Fig. 1: run 1, where the registers sit
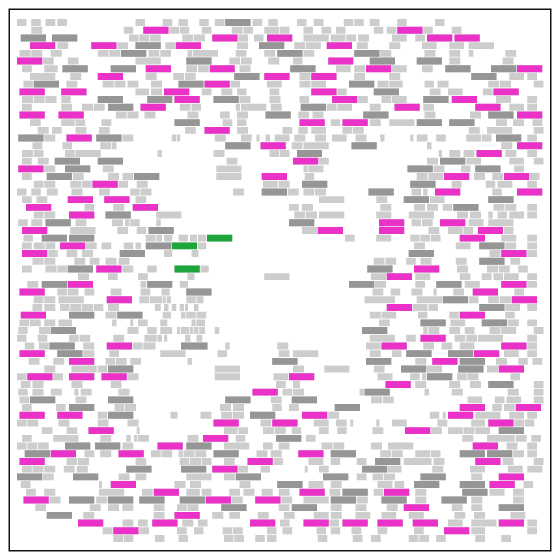
Fig. 2: run 1, layout detail
Scale bar: 20 um. Window x 23 to 73, y 23 to 73 um. Cells in grey, sequential cells in the stronger grey; small squares are vias.
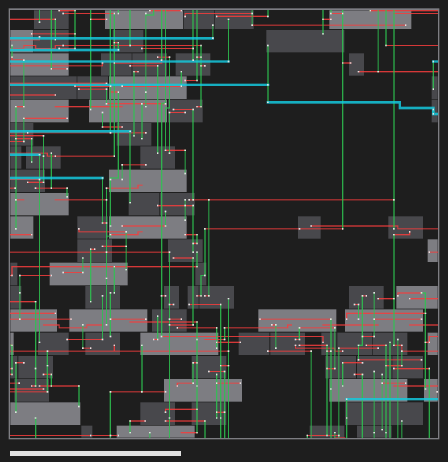
Fig. 3: run 1, signal metal coverage by tile
Scale bar: 50 um. 38 x 38 tiles, from black (low) to pale yellow (high), scaled to the fullest tile. Values are wire area over tile area, all layers added.
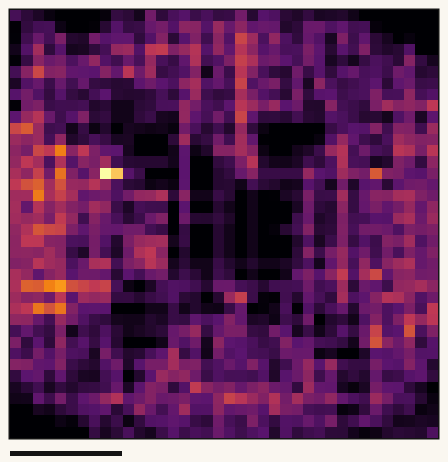
### src/rtl/pipe_stage_skid.sv
// Elastic pipeline stage: main entry plus one skid entry, FIFO order, flush inserts a bubble.
// Latency: one cycle from accept to out_valid.
// Backpressure: absorbs two words; in_ready drops once the skid entry fills.
module pipe_stage_skid #(
    parameter int CTRL_W = 3,
    parameter int DATA_W = 133
) (
    input  logic              clk,
    input  logic              rst,
    input  logic              flush,
    input  logic              in_valid,
    output logic              in_ready,
    input  logic [CTRL_W-1:0] in_ctrl,
    input  logic [DATA_W-1:0] in_data,
    output logic              out_valid,
    input  logic              out_ready,
    output logic [CTRL_W-1:0] out_ctrl,
    output logic [DATA_W-1:0] out_data,
    output logic [1:0]        count
);

    localparam logic [1:0] EMPTY = 2'd0;
    localparam logic [1:0] ONE   = 2'd1;
    localparam logic [1:0] FULL  = 2'd2;

    logic              main_vld;
    logic [CTRL_W-1:0] main_ctrl;
    logic [DATA_W-1:0] main_data;
    logic              skid_vld;
    logic [CTRL_W-1:0] skid_ctrl;
    logic [DATA_W-1:0] skid_data;

    logic accept;
    logic deliver;

    // Occupancy doubles as the state encoding; skid is only ever valid behind a valid main.
    assign count     = {1'b0, main_vld} + {1'b0, skid_vld};
    assign in_ready  = ~skid_vld;
    assign out_valid = main_vld;
    assign out_ctrl  = main_vld ? main_ctrl : '0;
    assign out_data  = main_data;

    assign accept  = in_valid & in_ready;
    assign deliver = main_vld & out_ready;

    always_ff @(posedge clk or negedge rst) begin
        if (!rst) begin
            main_vld  <= 1'b0;
            main_ctrl <= '0;
            skid_vld  <= 1'b0;
            skid_ctrl <= '0;
        end else if (flush) begin
            main_vld  <= 1'b0;
            main_ctrl <= '0;
            skid_vld  <= 1'b0;
            skid_ctrl <= '0;
        end else begin
            case (count)
                EMPTY: begin
                    if (accept) begin
                        main_vld  <= 1'b1;
                        main_ctrl <= in_ctrl;
                    end
                end
                ONE: begin
                    if (accept && deliver) begin
                        main_ctrl <= in_ctrl;
                    end else if (accept) begin
                        skid_vld  <= 1'b1;
                        skid_ctrl <= in_ctrl;
                    end else if (deliver) begin
                        main_vld  <= 1'b0;
                        main_ctrl <= '0;
                    end
                end
                FULL: begin
                    if (deliver) begin
                        main_ctrl <= skid_ctrl;
                        skid_vld  <= 1'b0;
                        skid_ctrl <= '0;
                    end
                end
                default: begin
                    main_vld  <= 1'b0;
                    main_ctrl <= '0;
                    skid_vld  <= 1'b0;
                    skid_ctrl <= '0;
                end
            endcase
        end
    end

    // Payload registers keep their contents across a flush; only the valid/ctrl side is bubbled.
    always_ff @(posedge clk or negedge rst) begin
        if (!rst) begin
            main_data <= '0;
            skid_data <= '0;
        end else if (!flush) begin
            case (count)
                EMPTY: begin
                    if (accept) main_data <= in_data;
                end
                ONE: begin
                    if (accept && deliver) main_data <= in_data;
                    else if (accept)       skid_data <= in_data;
                end
                FULL: begin
                    if (deliver) main_data <= skid_data;
                end
                default: begin
                    main_data <= main_data;
                end
            endcase
        end
    end

endmodule
### config.mk
export PLATFORM = sky130hd
export DESIGN_NAME = pipe_stage_skid
export DESIGN_NICKNAME = d
export VERILOG_FILES = /design/src/rtl/pipe_stage_skid.sv
export SDC_FILE = /design/constraint.sdc
export NUM_CORES = 1
export LEC_CHECK = 0
export CAP_MARGIN = 20
export CELL_PAD_IN_SITES_DETAIL_PLACEMENT = 0
export CELL_PAD_IN_SITES_GLOBAL_PLACEMENT = 2
export CORE_MARGIN = 2
export CORE_UTILIZATION = 35
export CTS_CLUSTER_DIAMETER = 200
export DETAILED_ROUTE_END_ITERATION = 8
export GPL_TIMING_DRIVEN = 0
export PLACE_DENSITY = 0.8
export SYNTH_ARGS = -nofsm -noshare
export SYNTH_HDL_FRONTEND = slang
export SYNTH_SLANG_ARGS = --single-unit
### constraint.sdc
create_clock -name clk -period 2.81 [get_ports clk]
set_clock_uncertainty 0.1 [all_clocks]
set_input_delay 0.562 -clock clk [delete_from_list [all_inputs] [get_ports clk]]
set_output_delay 0.562 -clock clk [all_outputs]
set_load 0.01 [all_outputs]
==> results.py, run 1 <==
# Physical implementation metrics
metrics = {
    "synth": {
        "yosysTopAreaCellShare": 0.5616,
    },
    "power": {
        "power_frac_seq": 0.383,
        "p_comb_frac": 0.373,
        "p_sw_w": 0.005001,
    },
    "floorplan": {
        "rows": 68,
    },
    "detailed_routing": {
        "drt-vias-per-instance": 4.697,
        "dr.first_iter.drc_count": 212,
    },
    "cts": {
        "cts_buffers": 34,
        "clock_sinks": 274,
        "clk_pin_slew_ps": 60,
    },
    "worst_hold_path": {
        "hold_path.class": "flip-flop to flip-flop",
    },
    "layout": {
        "num-multi-input-gates": 437,
        "mostFrequentLayoutCells": "329 x mux2_2, 278 x clkdlybuf4s50_1, 273 x dfrtp_1, 70 x mux2_4, 37 x clkbuf_16",
        "logic_area_sq_um": 5036,
        "nClkBuffers": 49,
        "nNonClkInverters": 2,
        "final_cells": 1556,
        "buf_share": 0.1894,
    },
    "worst_setup_path": {
        "cpLargestDelayFamily": "buffers and inverters",
        "path_cells": "ha_1 > buf_2 > buf_4 > clkbuf_1 > mux2_2 > mux2_4",
        "cp_max_fo": 10,
    },
    "global_route": {
        "grt.met1_usage": 0.2030,
        "grt_pass1_wl_mm": 44.39,
        "grt_usage": 0.1555,
        "grt_pass1_vias": 7817,
    },
    "status": {
        "status": "completed",
    },
    "final_timing": {
        "grt_setup_unrepaired": "false",
    },
}
-- Fig. 1 (at the start) --
- skid_ctrl: green (placed flops 3)
- out_data: magenta (placed flops 133; where all over the die)
- not coloured: 138
final core occ: 0.4878
register area: 6858 sq um
P_seq: 0.00690 W

-- Fig. 2 (at the start) --
- M1: red
- M3: cyan
- M2: green
- most frequent: mux2_2 (27), dfrtp_1 (19), clkdlybuf4s50_1 (10)
- cells with their middle in the window: 72
- netlist names of flops here include: skid_data (10), out_data (9)
- sequential cells in the window: 20

-- Fig. 3 (at the start) --
- emptiest ninth of the die: middle
- densest ninth of the die: left middle
- mean over tiles: 0.13

[run 1: power by group through the flow]
| stage | clock network [W] | registers (W) | logic (W) |
|---|---|---|---|
| after global routing | 0.00471 | 0.00714 | 0.00723 |
| after detailed placement | 0 | 0.00694 | 0.00684 |
| final | 0.00440 | 0.00690 | 0.00673 |
| after floorplan | 0 | 0.00722 | 0.00336 |
| after CTS | 0.00456 | 0.00690 | 0.00688 |
| after global placement | 0 | 0.00690 | 0.00675 |
[run 1: cell families (layout without fill, tap and decap cells)]
kind of cell	Yosys count	count (layout)	synth area share
compound gates	23	23	0.01425
fa+ha+maj	3	3	0.003075
buf+inv	47	390	0.02583
flops	274	274	0.5616
mux	399	399	0.3896
simple gates	12	12	0.005638
[run 1: cell usage after synthesis, types with 2 or more instances]
cell type and instances:
ha_1 3, mux2_2 329, a22oi_1 3, mux2_4 70, a22o_1 3, a21oi_1 4, nor2_1 2, clkbuf_1 11
buf_2 18, and2_1 3, inv_1 2, o21ai_0 3, o2bb2ai_1 3, dfrtp_1 274, buf_6 15
[run 1: through the flow]
step	hold slack, ps	instance area [sq um]	TNS, ps
finish	380.8	16810	0
global route	404.5	16810	0
CTS	387.7	16810	0
detailed placement	365.9	15640	0
global placement	373.9	15580	-3171340
floorplan	166.4	12210	0
[run 1: path summary, 6_finish.rpt]
kind	start	end	cells after the start
max	out_valid	out_data[61]	6
min	main_ctrl[1]	main_ctrl[1]	1
max in group asynchronous	rst	skid_data[119]	3
min in group asynchronous	rst	out_data[55]	2
min reg2reg	main_ctrl[1]	main_ctrl[1]	1
max reg2reg	out_valid	out_data[61]	6
[run 1: layer usage]
metal	share of wire	up-vias
li1	-	3382
met2	0.46	206
met1	0.44	3682
met4	0.018	2
met5	0.00025	-
met3	0.082	36
Fig. 4: run 1, cells coloured by class
Fill, decap, tap and diode cells in grey.
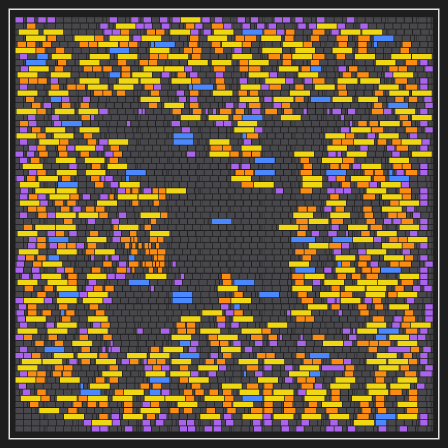

==> run 2: changes to the inputs <==
Settings changed: CELL_PAD_IN_SITES_DETAIL_PLACEMENT 0 to 2, GPL_TIMING_DRIVEN 0 to default.
Fig. 5: run 2, cells coloured by class
Fill, decap, tap and diode cells in grey.
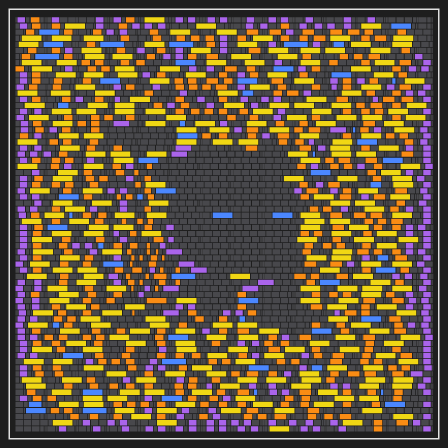
- registers: yellow (cells 274)
- remaining logic cells: orange (cells 439)
- remaining buffers and delay cells: purple (cells 304)
- clock drivers and dummy loads: blue (cells 56)
Design Area, Final: 16770 sq um
sequential share of cell area: 0.4089
FP Rows: 68
final core occ: 0.4867
CORE AREA: 34460 sq um

Fig. 6: run 2, signal metal coverage by tile
Scale bar: 50 um. 38 x 38 tiles, from black (low) to pale yellow (high), scaled to the fullest tile. Values are wire area over tile area, all layers added.
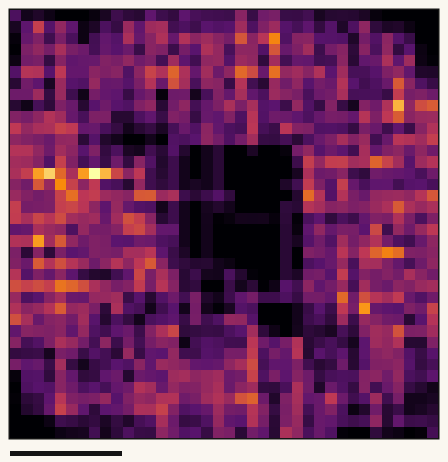
- mean over tiles: 0.14
- densest ninth of the die: left middle
- fullest tile: 0.52
- emptiest ninth of the die: middle

Fig. 7: run 2, cell outlines without signal wires
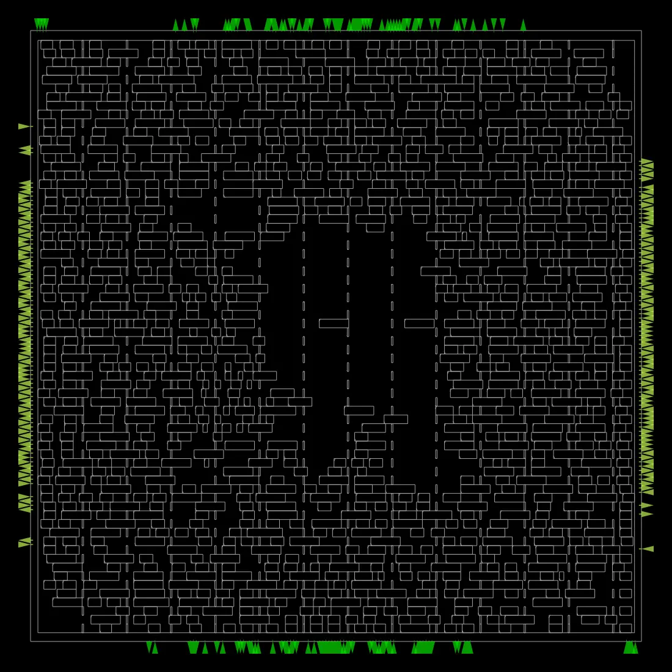
Flop Count: 274
fill count: 3179
fin cells: 1528

==> run 2 against run 1 <==
Highest routed layer unchanged. Utilization down 0.12 points. Sequential share of layout area up 0.090 points. Via count up 1.3%.
==> results.py, run 2 <==
# Physical implementation metrics
metrics = {
    "status": {
        "status": "completed",
    },
    "power": {
        "power_frac_seq": 0.384,
        "p_clk_w": 0.00450,
        "p_comb_frac": 0.371,
        "comb-power_w": 0.00683,
    },
    "detailed_routing": {
        "route.met3.wl_mm": 2.040,
        "dr.first_iter.drc_count": 181,
        "met1_length_mm": 13.80,
        "top_layer_used": "met5",
        "dr_wl_met2_mm": 15.58,
    },
    "cts": {
        "cts_buffers": 31,
        "clock_sinks": 274,
    },
    "final_timing": {
        "tns_ps": 0,
        "hold-worst-slack_ps": 403.1,
    },
    "worst_setup_path": {
        "cp_max_fo": 8,
    },
    "worst_hold_path": {
        "hold_path.class": "flip-flop to flip-flop",
    },
    "global_route": {
        "grt_usage": 0.1761,
        "grt_pass1_vias": 8637,
        "grt_pass1_wl_mm": 50.25,
    },
    "synth": {
        "common_cells": "329 x mux2_2, 274 x dfrtp_1, 70 x mux2_4",
    },
}
run 2: cell types whose count changed in the layout (fill, tap and decap cells not counted), moves of 4 or more:
cell and change:
buf_12 +11, buf_2 -18, buf_4 +11, buf_6 -15, bufinv_16 +6, clkbuf_1 -10, clkbuf_16 -6, clkbuf_8 -4
clkinv_2 -5
run 2: final cells by class:
cell class	count	area, sq um	area share
tap	455	569.3	0.03395
sequential	274	6857	0.4089
multi-input combinational	437	5056	0.3015
timing repair buffer	304	3131	0.1867
inverter	2	7.507	0.0004477
clock buffer	40	869.6	0.05185
clock inverter	16	280.3	0.01671
run 2: what timing repair did:
item / CTS / global route
hold endpoints to repair: 55 / 0
hold buffers: 1 / 0
endpoints found under the setup margin: 0 / 1
resized: 0 / 1
run 2: critical path: stages (launching register included):
cell and delay, ps:
dfrtp_1 350, buf_4 180, ha_1 220, clkdlybuf4s50_1 620
run 2: metrics by stage:
step                      instance area [sq um]    util
after floorplan                           12210       -
after global placement                    15610  0.4529
after detailed placement                  15610  0.4529
after CTS                                 16770  0.4866
after global routing                      16770  0.4867
final                                     16770  0.4867
run 2: kinds of logic (layout without fill, tap and decap cells):
kind of cell / after synthesis / count (layout) / synth area share
buffers and inverters: 47 / 362 / 0.02583
adders and majority gates: 3 / 3 / 0.003075
and+or+nand+nor: 12 / 12 / 0.005638
muxes: 399 / 399 / 0.3896
DFF: 274 / 274 / 0.5616
AOI/OAI and AO/OA: 23 / 23 / 0.01425
run 2: path summary, 6_finish.rpt:
check	from	to	slack (ps)	depth (start not counted)
max	out_valid	count[1]	230	3
min	skid_data[121]	skid_data[121]	400	1
max reg2reg	out_valid	out_data[123]	360	6
min reg2reg	skid_data[121]	skid_data[121]	400	1
max in group asynchronous	rst	out_data[49]	1440	3
min in group asynchronous	rst	out_data[58]	460	2
No activity file was given, so power comes from the tool's default toggle rates.
